Fig. 1: run 1, the metal 2 layer
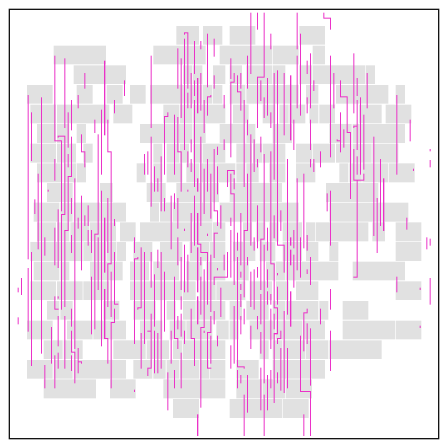
Fig. 2: run 1, routing congestion
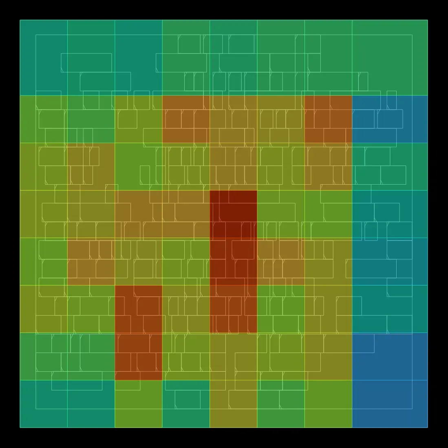
Fig. 3: run 1, routed metal, one color a layer
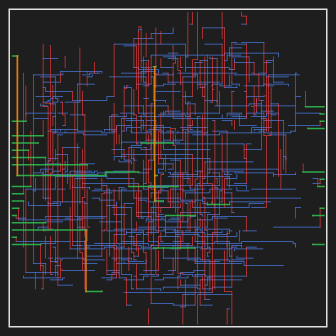
Fig. 4: run 1, routed clock nets over the placement
The bar under the picture is 20 µm long.
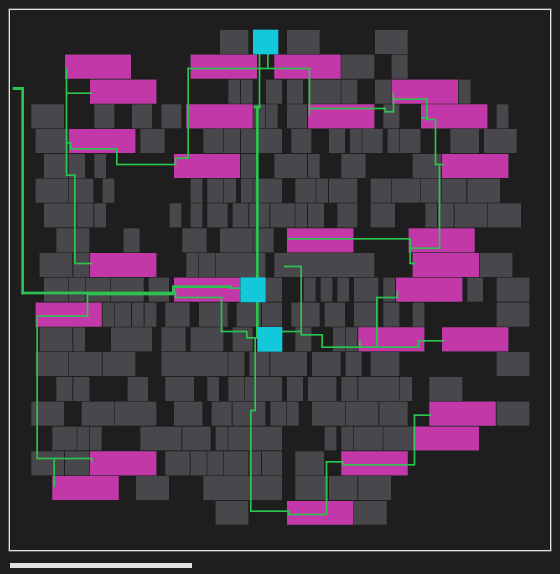
===== src/rtl/dice_game_ctrl.sv =====
// Craps sequencing controller: gates the dice counters while rolling, latches the dice and scores each roll.
// Optional GAME_STATS_EN adds saturating win/loss totals that only rst clears.
module dice_game_ctrl #(
  parameter int ROLL_CNT_W = 8
) (
  input  logic                  clk,
  input  logic                  rst,
  input  logic                  roll,
  input  logic [2:0]            dice1_in,
  input  logic [2:0]            dice2_in,
  output logic                  cnt_en,
  output logic [2:0]            dice1_out,
  output logic [2:0]            dice2_out,
  output logic [3:0]            sum_out,
  output logic [3:0]            point_out,
  output logic                  point_valid,
  output logic                  win,
  output logic                  lose,
  output logic [ROLL_CNT_W-1:0] roll_count,
  output logic                  err
`ifdef GAME_STATS_EN
  ,
  output logic [7:0]            wins_total,
  output logic [7:0]            losses_total
`endif
);

  typedef enum logic [2:0] {
    S_IDLE = 3'd0,
    S_ROLL = 3'd1,
    S_EVAL = 3'd2,
    S_WAIT = 3'd3,
    S_DONE = 3'd4
  } state_t;

  function automatic logic [ROLL_CNT_W-1:0] sat_inc_cnt(input logic [ROLL_CNT_W-1:0] v);
    return (&v) ? v : v + 1'b1;
  endfunction

  function automatic logic dice_illegal(input logic [2:0] d);
    return (d == 3'd0) || (d == 3'd7);
  endfunction

  state_t                  state_q, state_d;
  logic                    roll_q;
  logic                    rise, fall;
  logic                    capture;
  logic [2:0]              dice1_p0, dice2_p0;
  logic [3:0]              sum_p0;
  logic                    vld_p0;
  logic [3:0]              point_q, point_d;
  logic                    pv_q, pv_d;
  logic                    win_q, win_d;
  logic                    lose_q, lose_d;
  logic [ROLL_CNT_W-1:0]   cnt_q, cnt_d;
  logic                    err_q, err_d;

  assign rise   = roll & ~roll_q;
  assign fall   = ~roll & roll_q;
  assign sum_p0 = {1'b0, dice1_p0} + {1'b0, dice2_p0};
  assign vld_p0 = (state_q == S_EVAL);

  always_comb begin
    state_d = state_q;
    point_d = point_q;
    pv_d    = pv_q;
    win_d   = win_q;
    lose_d  = lose_q;
    cnt_d   = cnt_q;
    err_d   = 1'b0;
    capture = 1'b0;
    case (state_q)
      S_IDLE, S_DONE: begin
        if (rise) begin
          // A fresh game: wipe the previous result before the first roll
          state_d = S_ROLL;
          point_d = 4'd0;
          pv_d    = 1'b0;
          win_d   = 1'b0;
          lose_d  = 1'b0;
          cnt_d   = '0;
        end
      end
      S_ROLL: begin
        if (fall) begin
          capture = 1'b1;
          state_d = S_EVAL;
        end
      end
      S_EVAL: begin
        if (dice_illegal(dice1_p0) || dice_illegal(dice2_p0)) begin
          err_d   = 1'b1;
          state_d = pv_q ? S_WAIT : S_IDLE;
        end else begin
          cnt_d = sat_inc_cnt(cnt_q);
          if (!pv_q) begin
            if (sum_p0 == 4'd7 || sum_p0 == 4'd11) begin
              win_d   = 1'b1;
              state_d = S_DONE;
            end else if (sum_p0 == 4'd2 || sum_p0 == 4'd3 || sum_p0 == 4'd12) begin
              lose_d  = 1'b1;
              state_d = S_DONE;
            end else begin
              point_d = sum_p0;
              pv_d    = 1'b1;
              state_d = S_WAIT;
            end
          end else begin
            if (sum_p0 == point_q) begin
              win_d   = 1'b1;
              state_d = S_DONE;
            end else if (sum_p0 == 4'd7) begin
              lose_d  = 1'b1;
              state_d = S_DONE;
            end else begin
              state_d = S_WAIT;
            end
          end
        end
      end
      S_WAIT: begin
        if (rise) state_d = S_ROLL;
      end
      default: state_d = S_IDLE;
    endcase
  end

  // Stage p0: dice capture on release, scoring registered at the end of EVAL
  always_ff @(posedge clk) begin
    if (!rst) begin
      state_q  <= S_IDLE;
      roll_q   <= 1'b1;
      dice1_p0 <= 3'd0;
      dice2_p0 <= 3'd0;
      point_q  <= 4'd0;
      pv_q     <= 1'b0;
      win_q    <= 1'b0;
      lose_q   <= 1'b0;
      cnt_q    <= '0;
      err_q    <= 1'b0;
    end else begin
      state_q <= state_d;
      roll_q  <= roll;
      if (capture) begin
        dice1_p0 <= dice1_in;
        dice2_p0 <= dice2_in;
      end
      point_q <= point_d;
      pv_q    <= pv_d;
      win_q   <= win_d;
      lose_q  <= lose_d;
      cnt_q   <= cnt_d;
      err_q   <= err_d;
    end
  end

`ifdef GAME_STATS_EN
  function automatic logic [7:0] sat_inc8(input logic [7:0] v);
    return (&v) ? v : v + 8'd1;
  endfunction

  logic [7:0] wins_q, losses_q;
  logic       enter_done;

  assign enter_done = vld_p0 && (state_d == S_DONE);

  always_ff @(posedge clk) begin
    if (!rst) begin
      wins_q   <= 8'd0;
      losses_q <= 8'd0;
    end else if (enter_done) begin
      if (win_d)  wins_q   <= sat_inc8(wins_q);
      if (lose_d) losses_q <= sat_inc8(losses_q);
    end
  end

  assign wins_total   = wins_q;
  assign losses_total = losses_q;
`endif

  assign cnt_en      = (state_q == S_ROLL);
  assign dice1_out   = dice1_p0;
  assign dice2_out   = dice2_p0;
  assign sum_out     = sum_p0;
  assign point_out   = point_q;
  assign point_valid = pv_q;
  assign win         = win_q;
  assign lose        = lose_q;
  assign roll_count  = cnt_q;
  assign err         = err_q;

endmodule

===== config.mk =====
export PLATFORM = sky130hd
export DESIGN_NAME = dice_game_ctrl
export DESIGN_NICKNAME = d
export VERILOG_FILES = /design/src/rtl/dice_game_ctrl.sv
export SDC_FILE = /design/constraint.sdc
export NUM_CORES = 1
export LEC_CHECK = 0
export CAP_MARGIN = 30
export CORE_MARGIN = 2
export CORE_UTILIZATION = 50
export CTS_BUF_LIST = sky130_fd_sc_hd__clkbuf_4
export DETAILED_ROUTE_END_ITERATION = 16
export PLACE_DENSITY = 0.8
export SLEW_MARGIN = 20
export SYNTH_ARGS = -nofsm -noshare
export SYNTH_HDL_FRONTEND = slang
export SYNTH_SLANG_ARGS = --single-unit

===== constraint.sdc =====
create_clock -name clk -period 3.15 [get_ports clk]
set_input_delay 0.63 -clock clk [delete_from_list [all_inputs] [get_ports clk]]
set_output_delay 0.63 -clock clk [all_outputs]
set_load 0.005 [all_outputs]

==> notes.md, run 1 <==
State of the implementation.

- The setup path with the least slack is of type flip-flop to output port.
- The number of failing hold endpoints at the final stage is 0, for reference.
- The class of the tightest hold or removal check is flip-flop to flip-flop, for reference.
- The number of clock buffers in the layout is 3, for reference.
- According to the timing report, the data required time at the worst endpoint equals 2520 ps.
- The part of the total power dissipated in sequential elements is a little over half, for reference.
- The minimum setup slack among reg-to-reg paths is 570 ps, for reference.
- The highest achievable clock rate is 336 MHz, for reference.
- For reference, the clock transition at the flip-flops on the worst setup and hold paths is roughly 160 ps.
- According to the timing report, the critical path is launched from dice1_out[0].
- In the routed design, unresolved DRC markers number 0.
- By area, combinational gates come first.
- The count of inserted antenna diode cells is 0, for reference.
- The synthesized net count is 197, for reference.
- The number of buffers other than clock buffers in the final layout is 36, for reference.
- By count the netlist is led by sky130_fd_sc_hd__dfxtp_1, sky130_fd_sc_hd__nand2_1, sky130_fd_sc_hd__nor2_1.
- The combined area of all synthesized cells is 1530 µm², for reference.
- Per the detail_route report, vias per standard cell equal 5.80.
- The first global-routing pass estimated ~6000 µm of wire.
- No sink is reached through more buffers than the 2 on the longest clock path.
- The run finished with clean final reports.
- The yosys stat chip area is around 1500 µm², for reference.
- The total congestion overflow after global routing is 0, for reference.
- In this run, the number of DRC markers left after iteration 0 of detailed routing was between 60 and 70.
- The total area of multi-input combinational cells is 940 µm², for reference.
- For the worst flop-to-flop path, the logic depth is 7.
- The dominant cell by count in the synthesized netlist is sky130_fd_sc_hd__dfxtp_1, for reference.
- The final layout contains a sequential cell count of 26.
- The peak per-stage delay on the critical path is 520 ps, for reference.
- Setup repair after global routing left no endpoint under its margin.
- Counting flops with an async set or reset pin after synthesis yields a share of 0%.
- After layout, the minimum clock period comes to slightly below 3000 ps.
- The analysis attributes to cell leakage a power of 0.710 nW.
- The switching power share of the total is 22.6%, for reference.
- The reg-to-reg endpoint is state_q[0], for reference.
- The stage-log warning count is 26, for reference.
- The number of max-cap violations is 0, for reference.
- Per the power-grid run, VDD falls by no more than approximately 0.00016 V.
- The number of enable flip-flop cells is 0, for reference.
- Pins over their slew limit in the final report were tallied at 0.
- The total area of sequential cells is around 520 µm², for reference.
- The total CTS buffers is 3, for reference.
- The via count of the first global-routing pass is 1403, for reference.
- The launch point of the worst register-to-register path is recorded as dice1_out[0].
- The floorplan has 20 rows.
- Summed over all instances, the cell type with the most area after synthesis is sky130_fd_sc_hd__dfxtp_1.
- Per the CTS log, the maximum H-tree level is 1.
- Internal power comes to 0.491 mW.
- The tree is rooted in a sky130_fd_sc_hd__clkbuf_4.
- The pin count of the biggest net entering global routing is 16, for reference.
- The core region is 2980 µm².
- Looking at the hold checks, the worst path lands on win.
- From bottom edge to top edge, the die measures 59.3 µm.
Notes on Fig. 1 above:
main direction: vertical
nets with wire on the layer: 202
longest straight run: 35.4 µm
wire length on this layer: 1770 µm
share of all routed wire: 50%
fraction of met2 tracks used by global routing: 38.6%
total via count in the routed design: 1443

Notes on Fig. 2 above:
post-route core utilization: 65.2%
average detailed-routed wire length per instance: 14.3 µm
grt met1 use: 27.5%
met3 Usage GRT: 3.49%
global-route total usage across every layer: 22.3%

Notes on Fig. 3 above:
legend:
  red:
    layer: metal 2
    wire_length: 1770 µm
  orange:
    layer: metal 4
    wire_length: 59.2 µm
  blue:
    layer: metal 1
    wire_length: 1570 µm
  green:
    layer: metal 3
    wire_length: 152 µm
Detailed Route WL: 3550 µm

Notes on Fig. 4 above:
legend:
  green:
    item: clock wires
    length: 362 µm
  magenta:
    item: flip-flops
    count: 26
  cyan:
    item: clock drivers
    count: 3
flops lie: widely spread
routed clock nets: 4
part of the total power dissipated in the clock network: 37.7%
Clock Skews: 12.0 ps

==> run 1: worst reg2reg max path, cell delays in order (launching register included) <==
cell	delay, ps
sky130_fd_sc_hd__dfxtp_1	380
sky130_fd_sc_hd__ha_1	250
sky130_fd_sc_hd__fa_1	760
sky130_fd_sc_hd__xor2_1	180
sky130_fd_sc_hd__nor4_2	310
sky130_fd_sc_hd__o21ai_1	100
sky130_fd_sc_hd__and3_4	190
sky130_fd_sc_hd__o311a_1	320
==> run 1: sequential cells by signal, indices dropped and copies added (netlist names) <==
signal       count
dice1_out        3
state_q          3
point_valid      1
roll_count       8
win              1
dice2_out        3
point_out        4
lose             1
roll_q           1
err              1
==> run 1: routing by layer <==
| layer | share of wire (%) | up-vias | global-route usage, % |
|---|---|---|---|
| li1 | - | 736 | - |
| met1 | 44 | 661 | 27.5 |
| met2 | 50 | 39 | 38.6 |
| met3 | 4.3 | 7 | 3.49 |
| met4 | 1.7 | 0 | 9.09 |
| met5 | 0 | - | 0 |
==> run 1: how the worst max path moves through the flow <==
stage / endpoint / slack [ps] / cells after the start
floorplan: state_q[0] / 760 / 9
global placement: sum_out[2] / 630 / 5
detailed placement: sum_out[2] / 570 / 5
CTS: sum_out[2] / 180 / 5
global route: sum_out[2] / 40 / 5
finish: sum_out[2] / 180 / 5
==> run 1: power by group through the flow <==
stage               clock (mW)  sequential [mW]  combinational (mW)
floorplan                    0            0.342              0.0334
global placement             0            0.343              0.0572
detailed placement           0            0.343              0.0588
CTS                      0.242            0.336              0.0593
global route             0.256            0.337              0.0653
finish                   0.239            0.336              0.0590
==> run 1: through the flow <==
stage	cells	worst slack (ps)
3_3_place_gp	245	631
6_report	249	177
3_5_place_dp	245	570
5_1_grt	249	37.4
2_1_floorplan	183	756
4_1_cts	249	183
Fig. 5: run 1, met3 routing
The bar under the picture is 20 µm long.
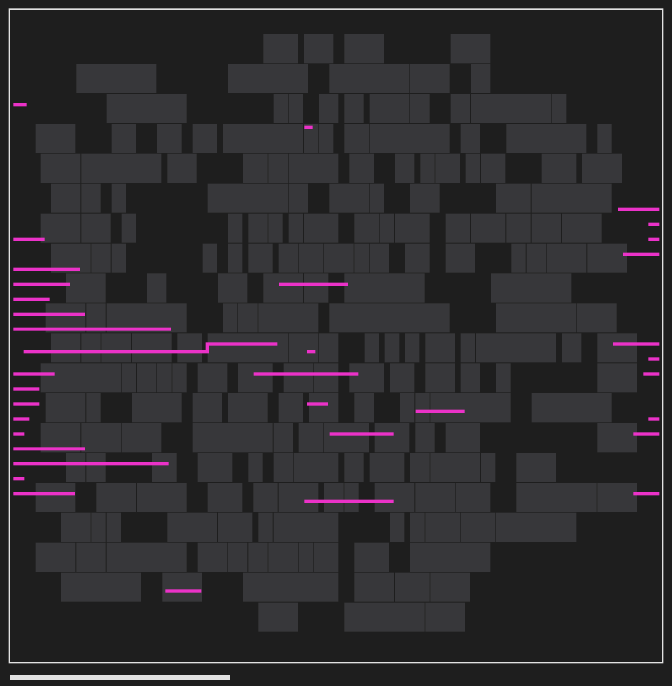

--- run 2 (diff from run 1) ---
--- a/config.mk
+++ b/config.mk
@@ -5,11 +5,12 @@
 export SDC_FILE = /design/constraint.sdc
 export NUM_CORES = 1
 export LEC_CHECK = 0
-export CAP_MARGIN = 30
+export CAP_MARGIN = 10
 export CORE_MARGIN = 2
 export CORE_UTILIZATION = 50
 export CTS_BUF_LIST = sky130_fd_sc_hd__clkbuf_4
 export DETAILED_ROUTE_END_ITERATION = 16
+export MAX_ROUTING_LAYER = met4
 export PLACE_DENSITY = 0.8
 export SLEW_MARGIN = 20
 export SYNTH_ARGS = -nofsm -noshare
Fig. 6: run 2, met3 routing
The bar under the picture is 20 µm long.
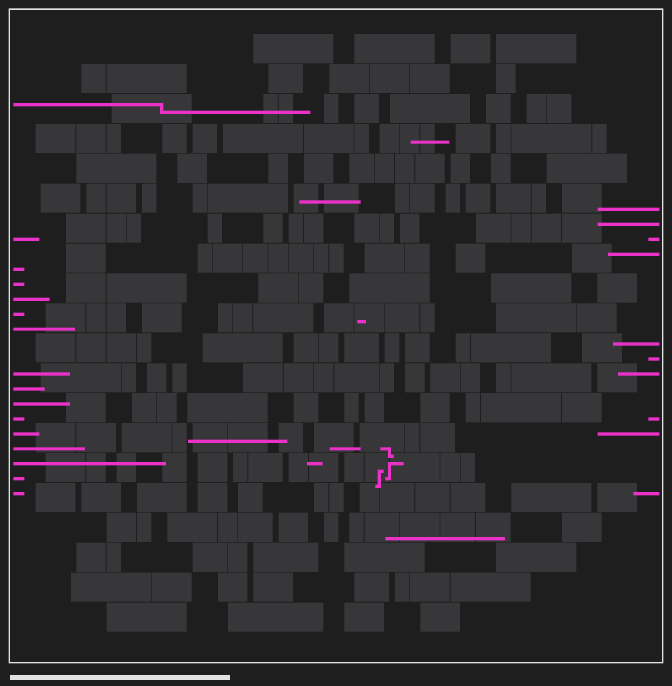
wire length on this layer: 146 µm
share of all routed wire: 4.0%
longest straight run: 13.6 µm
nets with wire on the layer: 33
total via count in the routed design: 1447
met3 Usage GRT: 3.71%
Detailed Route WL: 3610 µm

Fig. 7: run 2, routed clock nets over the placement
The bar under the picture is 20 µm long.
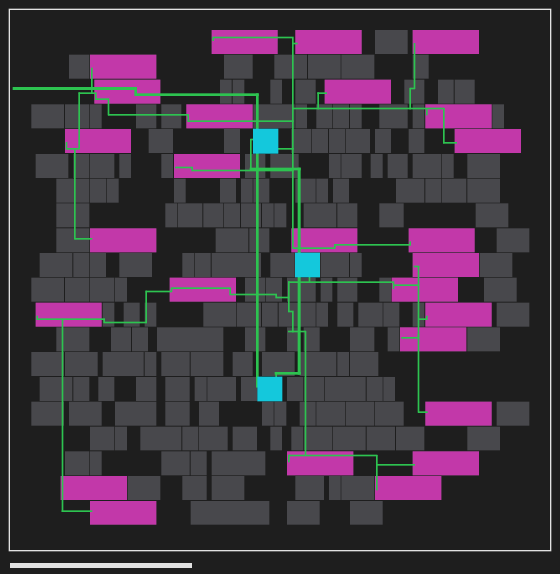
legend:
  green:
    item: clock wires
    length: 377 µm
  magenta:
    item: flip-flops
    count: 26
  cyan:
    item: clock drivers
    count: 3
flops lie: widely spread

==> run 2 against run 1 <==
  * Maximum frequency is 0.50% lower
  * Critical path depth stayed put
  * Final cell count stayed put
  * Sequential power hardly changed
  * Critical path type unchanged
  * Critical endpoint unchanged
==> notes.md, run 2 <==
State of the implementation.

- The run finished with clean final reports.
- The total area of sequential cells is 520 µm², for reference.
- The stage-log warning count is 26, for reference.
- The hold slack is roughly 480 ps, for reference.
- The detailed router finished its first iteration with 49 violations.
- The floorplan step defined a core boundary enclosing 2980 µm².
- The stat command in Yosys gives a chip area of 1530 µm².
- Leaving out filler cells and counting taps, the final layout contains 249.
- In this run the worst path has a maximum fanout of 7.
- Based on the critical path, the design can be clocked at up to ~330 MHz.
- The placement row count is 20, for reference.
- The CTS log lists the clock sinks for this run as 26.
- Recorded from the global router log, the overflow total was 0.
- The finished cells cover 1920 µm².
- The timing report gives the clock slew at the launch and capture registers of the worst setup and hold paths as 150 ps.
- CTS reports a maximum clock tree buffer depth of 2.
- Summing every instance area after synthesis gives 1530 µm².
- The number of flip-flops under the largest register name is 8, for reference.
- The depth of the worst register-to-register path is 8, for reference.
- The clock latency on the worst-skew pair is approximately 340 ps, for reference.
- The worst slack after detailed placement is about 570 ps, for reference.
- The highest ir drop seen on vdd is 0.000176 V, for reference.
- The first global-routing pass estimated 6090 µm of wire.
- For this design, the CTS-stage hold fixing added 0 buffers.
- The via count of the first global-routing pass is 1341.
- Yosys reported that registers with async set or reset make up 0%.
- The global-route total usage across every layer is between 20% and 30%, for reference.
- The tally of unique sky130hd cells used after synthesis is ~51, for reference.
- For this run, design rule violations remaining after detail routing come to 0.
- Input and output buffers added on the ports amount to 35.
- The required arrival time at the worst endpoint is 2520 ps, for reference.
- The worst relative slew slack is 64.9%, for reference.
- Among all flip-flop cells after synthesis, the most frequent one is sky130_fd_sc_hd__dfxtp_1.
- According to the floorplan report, the total die area is 3510 µm².
- Entering global routing, the biggest net connects 16 pins.
- In this run the horizontal extent of the chip is 59.3 µm.
- The total area of multi-input combinational cells is 940 µm², for reference.
- The clock tree root buffer cell is sky130_fd_sc_hd__clkbuf_4, for reference.
- The share of the core area taken by cells at floorplan is 51.3%.
- The final setup slack of the worst path is 162 ps, for reference.
- In this run the remaining antenna-violating nets after routing total 0.
- The class of the tightest hold or removal check is flip-flop to flip-flop, for reference.
- The number of top-level pins is 36, for reference.
- The final-report setup violation count is 0, for reference.
- STA classifies the critical path startpoint as a flip-flop.
- The capturing element type of the critical path is an output port, for reference.
- For the final routed database, the setup TNS stands at 0 ps.
- Yosys reports that the most numerous cell types are sky130_fd_sc_hd__dfxtp_1, sky130_fd_sc_hd__nand2_1, sky130_fd_sc_hd__nor2_1.
- Per the final layout report, the fraction of cells sized above drive strength 1 comes to 5.56%.
- Counting flops with a built-in enable in the synthesized netlist gives 0.
- The detailed-placement wirelength estimate is 2780 µm, for reference.
- Per the CTS log, the maximum H-tree level is 1.
- The slowest stage cell on the critical path is sky130_fd_sc_hd__fa_1, for reference.
- The register area share after synthesis is between 30% and 40%, for reference.
- The leakage power is 0.698 nW, for reference.
- The dominant cell by count in the synthesized netlist is sky130_fd_sc_hd__dfxtp_1, for reference.
- The biggest area consumer among synthesized cells is sky130_fd_sc_hd__dfxtp_1, for reference.
- Using the TritonRoute via totals, the vias-per-cell ratio works out to 5.81.
- The number of storage elements in the synthesis netlist is 26, for reference.
- Max-slew check failures listed in the final report amount to 0.
- The post-placement cell count is 245, for reference.
- For this run, the script counts the antenna cells in the layout as 0.
- The detailed-route wire length per cell is 14.5 µm, for reference.
- The final critical path time including I/O delays and setup is 2990 ps, for reference.
- The number of failing hold endpoints at the final stage is 0, for reference.
- The number of max-cap violations is 0, for reference.
- The peak per-stage delay on the critical path is 530 ps, for reference.
- The number of instances resized during post-cts repair is 0, for reference.
- The worst setup path is of the flip-flop to output port kind.
- Per the detailed placement report, the placed cell area equals 1890 µm².
- Setup repair after global routing left no endpoint under its margin.
- By area the synthesized netlist is led by sky130_fd_sc_hd__dfxtp_1, sky130_fd_sc_hd__nand2_1, sky130_fd_sc_hd__nand3_1.
- The final period utilization is 94.9%, for reference.
- The total CTS buffers is 3, for reference.
- The post-route utilization of the core is recorded as between 60 and 70%.
- The number of setup buffers added after CTS is 0.
- The top logic cell by instance count in the layout is sky130_fd_sc_hd__clkdlybuf4s50_1, for reference.
- The height of the chip is a little under 60 µm, for reference.
- When the netlist entered floorplanning its net count stood at 197.
- The number of antenna violations at the first check in global routing is 0, for reference.
- Between clock sinks in the finished design, the worst skew comes to 5.22 ps.
- The weighted congestion reported at the end of routability-driven placement is around 0.83, for reference.
- The synthesized netlist cell count is 183, for reference.
==> run 2: cell types whose count changed in the layout (fill, tap and decap cells not counted) <==
cell and change:
sky130_fd_sc_hd__bufinv_16 -1, sky130_fd_sc_hd__clkinv_1 +1
==> run 2: area by class of cell <==
class | instances | share of cell area (%)
Sequential cell | 26 | 27.2
Clock buffer | 3 | 1.18
Timing Repair Buffer | 36 | 18.7
Clock inverter | 1 | 0.196
Multi-Input combinational cell | 142 | 49.1
Inverter | 8 | 1.57
Tap cell | 33 | 2.16
==> run 2: worst max-delay path, delay by kind of cell (launching register included) <==
family,cells,cell delay (ps)
adder cells (fa/ha/maj),2,780
buffers and inverters,2,520
XOR/XNOR,1,350
flip-flops,1,370
==> run 2: worst paths after layout <==
| path | slack [ps] | startpoint | end |
|---|---|---|---|
| setup reg to reg | 550 | dice1_out[0] | point_out[2] |
| hold / removal | 480 | win | win |
| hold reg to reg | 480 | win | win |
| setup / recovery | 160 | dice1_out[0] | sum_out[2] |
==> run 2: report_power, final <==
group          switching [mW]  internal, mW
clock network           0.111        0.0467
logic                  0.0294        0.0296
registers             0.00362         0.332
==> run 2: kinds of logic (layout without fill, tap and decap cells) <==
logic type	Yosys count	after routing
adders and majority gates	7	7
and+or+nand+nor	78	78
buffers and inverters	15	48
xor gates and xnor gates	8	8
DFF	26	26
muxes	2	2
AOI/OAI and AO/OA	47	47
==> run 2: per-layer routing <==
layer	part of all wire, %	routed length [µm]	track usage [%]
met1	46	1670	29.8
met2	48	1740	38.1
met3	4.0	145	3.71
met4	1.5	54	9.09
met5	0	0	-
--- run 3 (diff from run 2) ---
--- a/config.mk
+++ b/config.mk
@@ -12,6 +12,7 @@
 export DETAILED_ROUTE_END_ITERATION = 16
 export MAX_ROUTING_LAYER = met4
 export PLACE_DENSITY = 0.8
+export SKIP_CTS_REPAIR_TIMING = 1
 export SLEW_MARGIN = 20
 export SYNTH_ARGS = -nofsm -noshare
 export SYNTH_HDL_FRONTEND = slang
Fig. 8: run 3, routed clock nets over the placement
The bar under the picture is 20 µm long.
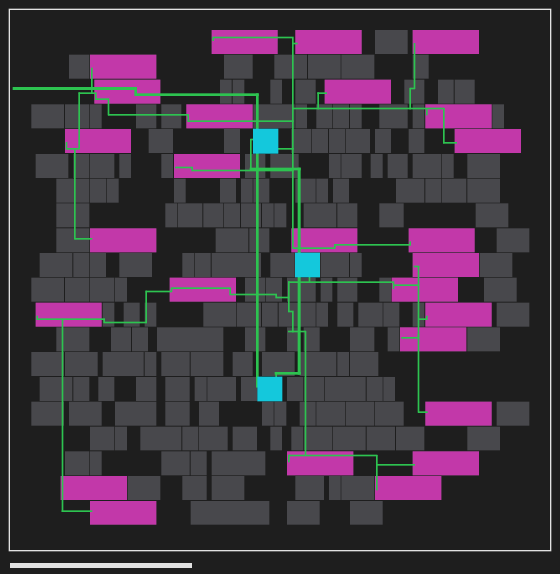
legend:
  cyan:
    item: clock drivers
    count: 3
  green:
    item: clock wires
    length: 377 µm
  magenta:
    item: flip-flops
    count: 26
routed clock nets: 4

Fig. 9: run 3, the metal 2 layer
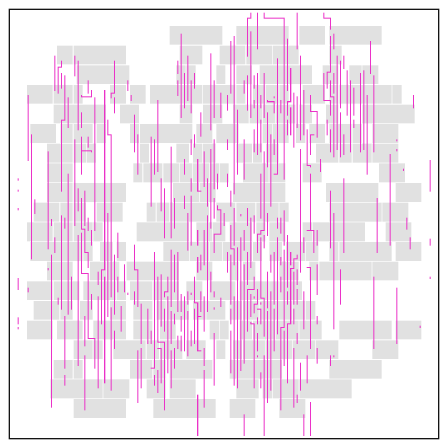
main direction: vertical
longest straight run: 24.8 µm

==> run 3 against run 2 <==
  * Sequential share of layout area is the same
  * Wire length did not move
  * Synthesized cell count is the same
  * Clock power barely moved
  * Setup slack unchanged
  * Final cell count unchanged
  * Non-clock buffer count unchanged
  * Highest routed layer unchanged
  * First-iteration DRC count did not move
  * Count of clock-buffer cells in the layout stayed put
  * Sequential power about the same
==> notes.md, run 3 <==
State of the implementation.

- The yosys stat chip area is ~1500 µm², for reference.
- Looking at the critical path, the single cell with the biggest stage delay is sky130_fd_sc_hd__fa_1.
- The synthesized net count is 197, for reference.
- The last timing report of the flow puts the setup violation total at 0.
- The peak per-stage delay on the critical path is 530 ps, for reference.
- The number of levels the H-tree was split into is 1, for reference.
- For this run, the script counts the antenna cells in the layout as 0.
- The die boundary width is between 50 and 60 µm, for reference.
- The leading register cell type out of synthesis is sky130_fd_sc_hd__dfxtp_1, for reference.
- The clock network power reported by the tool is 0.157 mW.
- In the synthesized netlist, the cells that appear most often are sky130_fd_sc_hd__dfxtp_1, sky130_fd_sc_hd__nand2_1, sky130_fd_sc_hd__nor2_1.
- Using the TritonRoute via totals, the vias-per-cell ratio works out to approximately 5.8.
- For this run the detailed placement stage logged an HPWL of 2780 µm.
- After global routing the overflow that remains totals 0.
- The number of flip-flops under the largest register name is 8, for reference.
- The post-placement cell count is between 200 and 250, for reference.
- Per the gpl log, the routability congestion estimate is 0.825.
- In this run the count of I/O pins placed on the die edge is 36.
- Cells with a size suffix above 1 make up 5.56% of the layout.
- Leaving out fill and tap cells, the most frequent cell in the layout is sky130_fd_sc_hd__clkdlybuf4s50_1.
- The power report attributes to the sequential group a share of 60.8%.
- The highest ir drop seen on vdd is between 0.00015 and 0.0002 V, for reference.
- Hold-check failures listed in the final report amount to 0.
- The CTS log lists the clock sinks for this run as 26.
- The number of buffers added on ports is 35, for reference.
- The maximum clock skew at final layout is 5.22 ps, for reference.
- The total wire length is 3610 µm, for reference.
- The logs give a warning total of 26.
- The count of buffering cells on the critical path with inverters included is 2, for reference.
- The residual antenna-violating net count after detailed routing is 0, for reference.
- Yosys reported a register bit count of 26.
- The number of enable flip-flop cells is 0, for reference.
- No sink is reached through more buffers than the 2 on the longest clock path.
- The floorplan step defined a die boundary enclosing 3510 µm².
- The height of the chip is 59.3 µm, for reference.
- The first global-routing pass estimated 6090 µm of wire.
- The combinational power is 0.0590 mW, for reference.
- The run finished with clean final reports.
- The pin count of the biggest net entering global routing is 16, for reference.
- The combined area of all synthesized cells is 1530 µm², for reference.
- The final critical path time including I/O delays and setup is 2990 ps, for reference.
- For this run, the number of standard cells in the final layout without fillers is approximately 250.
- The biggest area consumer among synthesized cells is sky130_fd_sc_hd__dfxtp_1, for reference.
- The synthesized netlist cell count is 183, for reference.
- Data on the critical path is required at its endpoint by 2520 ps.
- Per Yosys stat, the portion of area used by sequential elements is 34.1%.
- The worst-case max-slew headroom was logged as 64.9%.
- Total global-route track usage over all layers is 23.7%.
- The internal power is 0.409 mW, for reference.
- The number of clock buffers added by TritonCTS is 3.
- The leakage component of the power was reported as 0.698 nW.
- The fraction of registers with async set/reset is 0%, for reference.
- Per the post-CTS timing run, clock transition at the registers of the reported paths is 150 ps.
- TritonRoute reported its final design rule violation total as 0.
- In this run, distinct cell masters in the synthesized netlist total 51.
- In the post-synthesis netlist, the biggest area contributors are sky130_fd_sc_hd__dfxtp_1, sky130_fd_sc_hd__nand2_1, sky130_fd_sc_hd__nand3_1.
- Per STA, the worst path accumulates the most delay in the family adder cells.
- The placed instances occupy a cell area of 1890 µm².
- The via count of the first global-routing pass is 1341, for reference.
- The clock tree root buffer cell is sky130_fd_sc_hd__clkbuf_4, for reference.
- The switching power share of the total is 26.0%, for reference.
- In the final routed layout, each cell accounts on average for 14.5 µm.
- The analysis attributes to net switching a power of between 0.1 and 0.15 mW.
- Based on the critical path, the design can be clocked at up to 335 MHz.
- The type of the setup path with the least slack is flip-flop to output port, for reference.
- Counting pins that exceed their max-slew limit in the final report gives 0.
- The capturing element type of the critical path is an output port, for reference.
- The clock network is responsible for 28.5% of the overall power.
- The setup TNS after final layout is 0 ps, for reference.
- The number of max-cap violations is 0, for reference.
- The share of total power dissipated in combinational logic is 10.7%.
- Hold is met by ~480 ps.
- The final setup slack of the worst path is 162 ps, for reference.
- The final period utilization is about 95%, for reference.
==> run 3: path summary, 6_finish.rpt <==
path,depth (start not counted),startpoint,slack [ps],endpoint
setup / recovery,5,dice1_out[0],160,sum_out[2]
hold / removal,2,win,480,win
setup reg to reg,8,dice1_out[0],550,point_out[2]
hold reg to reg,2,win,480,win
==> run 3: cell type report <==
| class | count | area (µm²) |
|---|---|---|
| clock buffers | 3 | 22.5 |
| repair buffers | 36 | 358 |
| fillers | 264 | 1060 |
| multi-input cells | 142 | 940 |
| clock inverters | 1 | 3.75 |
| well taps | 33 | 41.3 |
| flip-flops and latches | 26 | 520 |
| inverters | 8 | 30.0 |
==> run 3: routing by layer <==
metal / up-vias / global-route usage (%) / share of wire [%]
li1: 724 / - / -
met1: 677 / 29.8 / 46
met2: 41 / 38.1 / 48
met3: 5 / 3.71 / 4.0
met4: 0 / 9.09 / 1.5
met5: - / - / 0
==> run 3: worst reg2reg max path, cell delays in order (launching register included) <==
cell and delay, ps:
sky130_fd_sc_hd__dfxtp_1 370, sky130_fd_sc_hd__ha_1 250, sky130_fd_sc_hd__fa_1 530, sky130_fd_sc_hd__xnor2_2 350, sky130_fd_sc_hd__nor3_1 110, sky130_fd_sc_hd__mux2_2 290
sky130_fd_sc_hd__nor2_1 130, sky130_fd_sc_hd__o2111ai_1 240, sky130_fd_sc_hd__o2bb2ai_1 250
==> run 3: logic make-up (layout without fill, tap and decap cells) <==
logic type / Yosys count / in the layout
buffers and inverters: 15 / 48
flip-flops: 26 / 26
AND/OR/NAND/NOR: 78 / 78
XOR/XNOR: 8 / 8
adder cells (fa/ha/maj): 7 / 7
multiplexers: 2 / 2
AND-OR/OR-AND: 47 / 47
Power figures rest on the tool's default switching activity, not on a simulated workload.
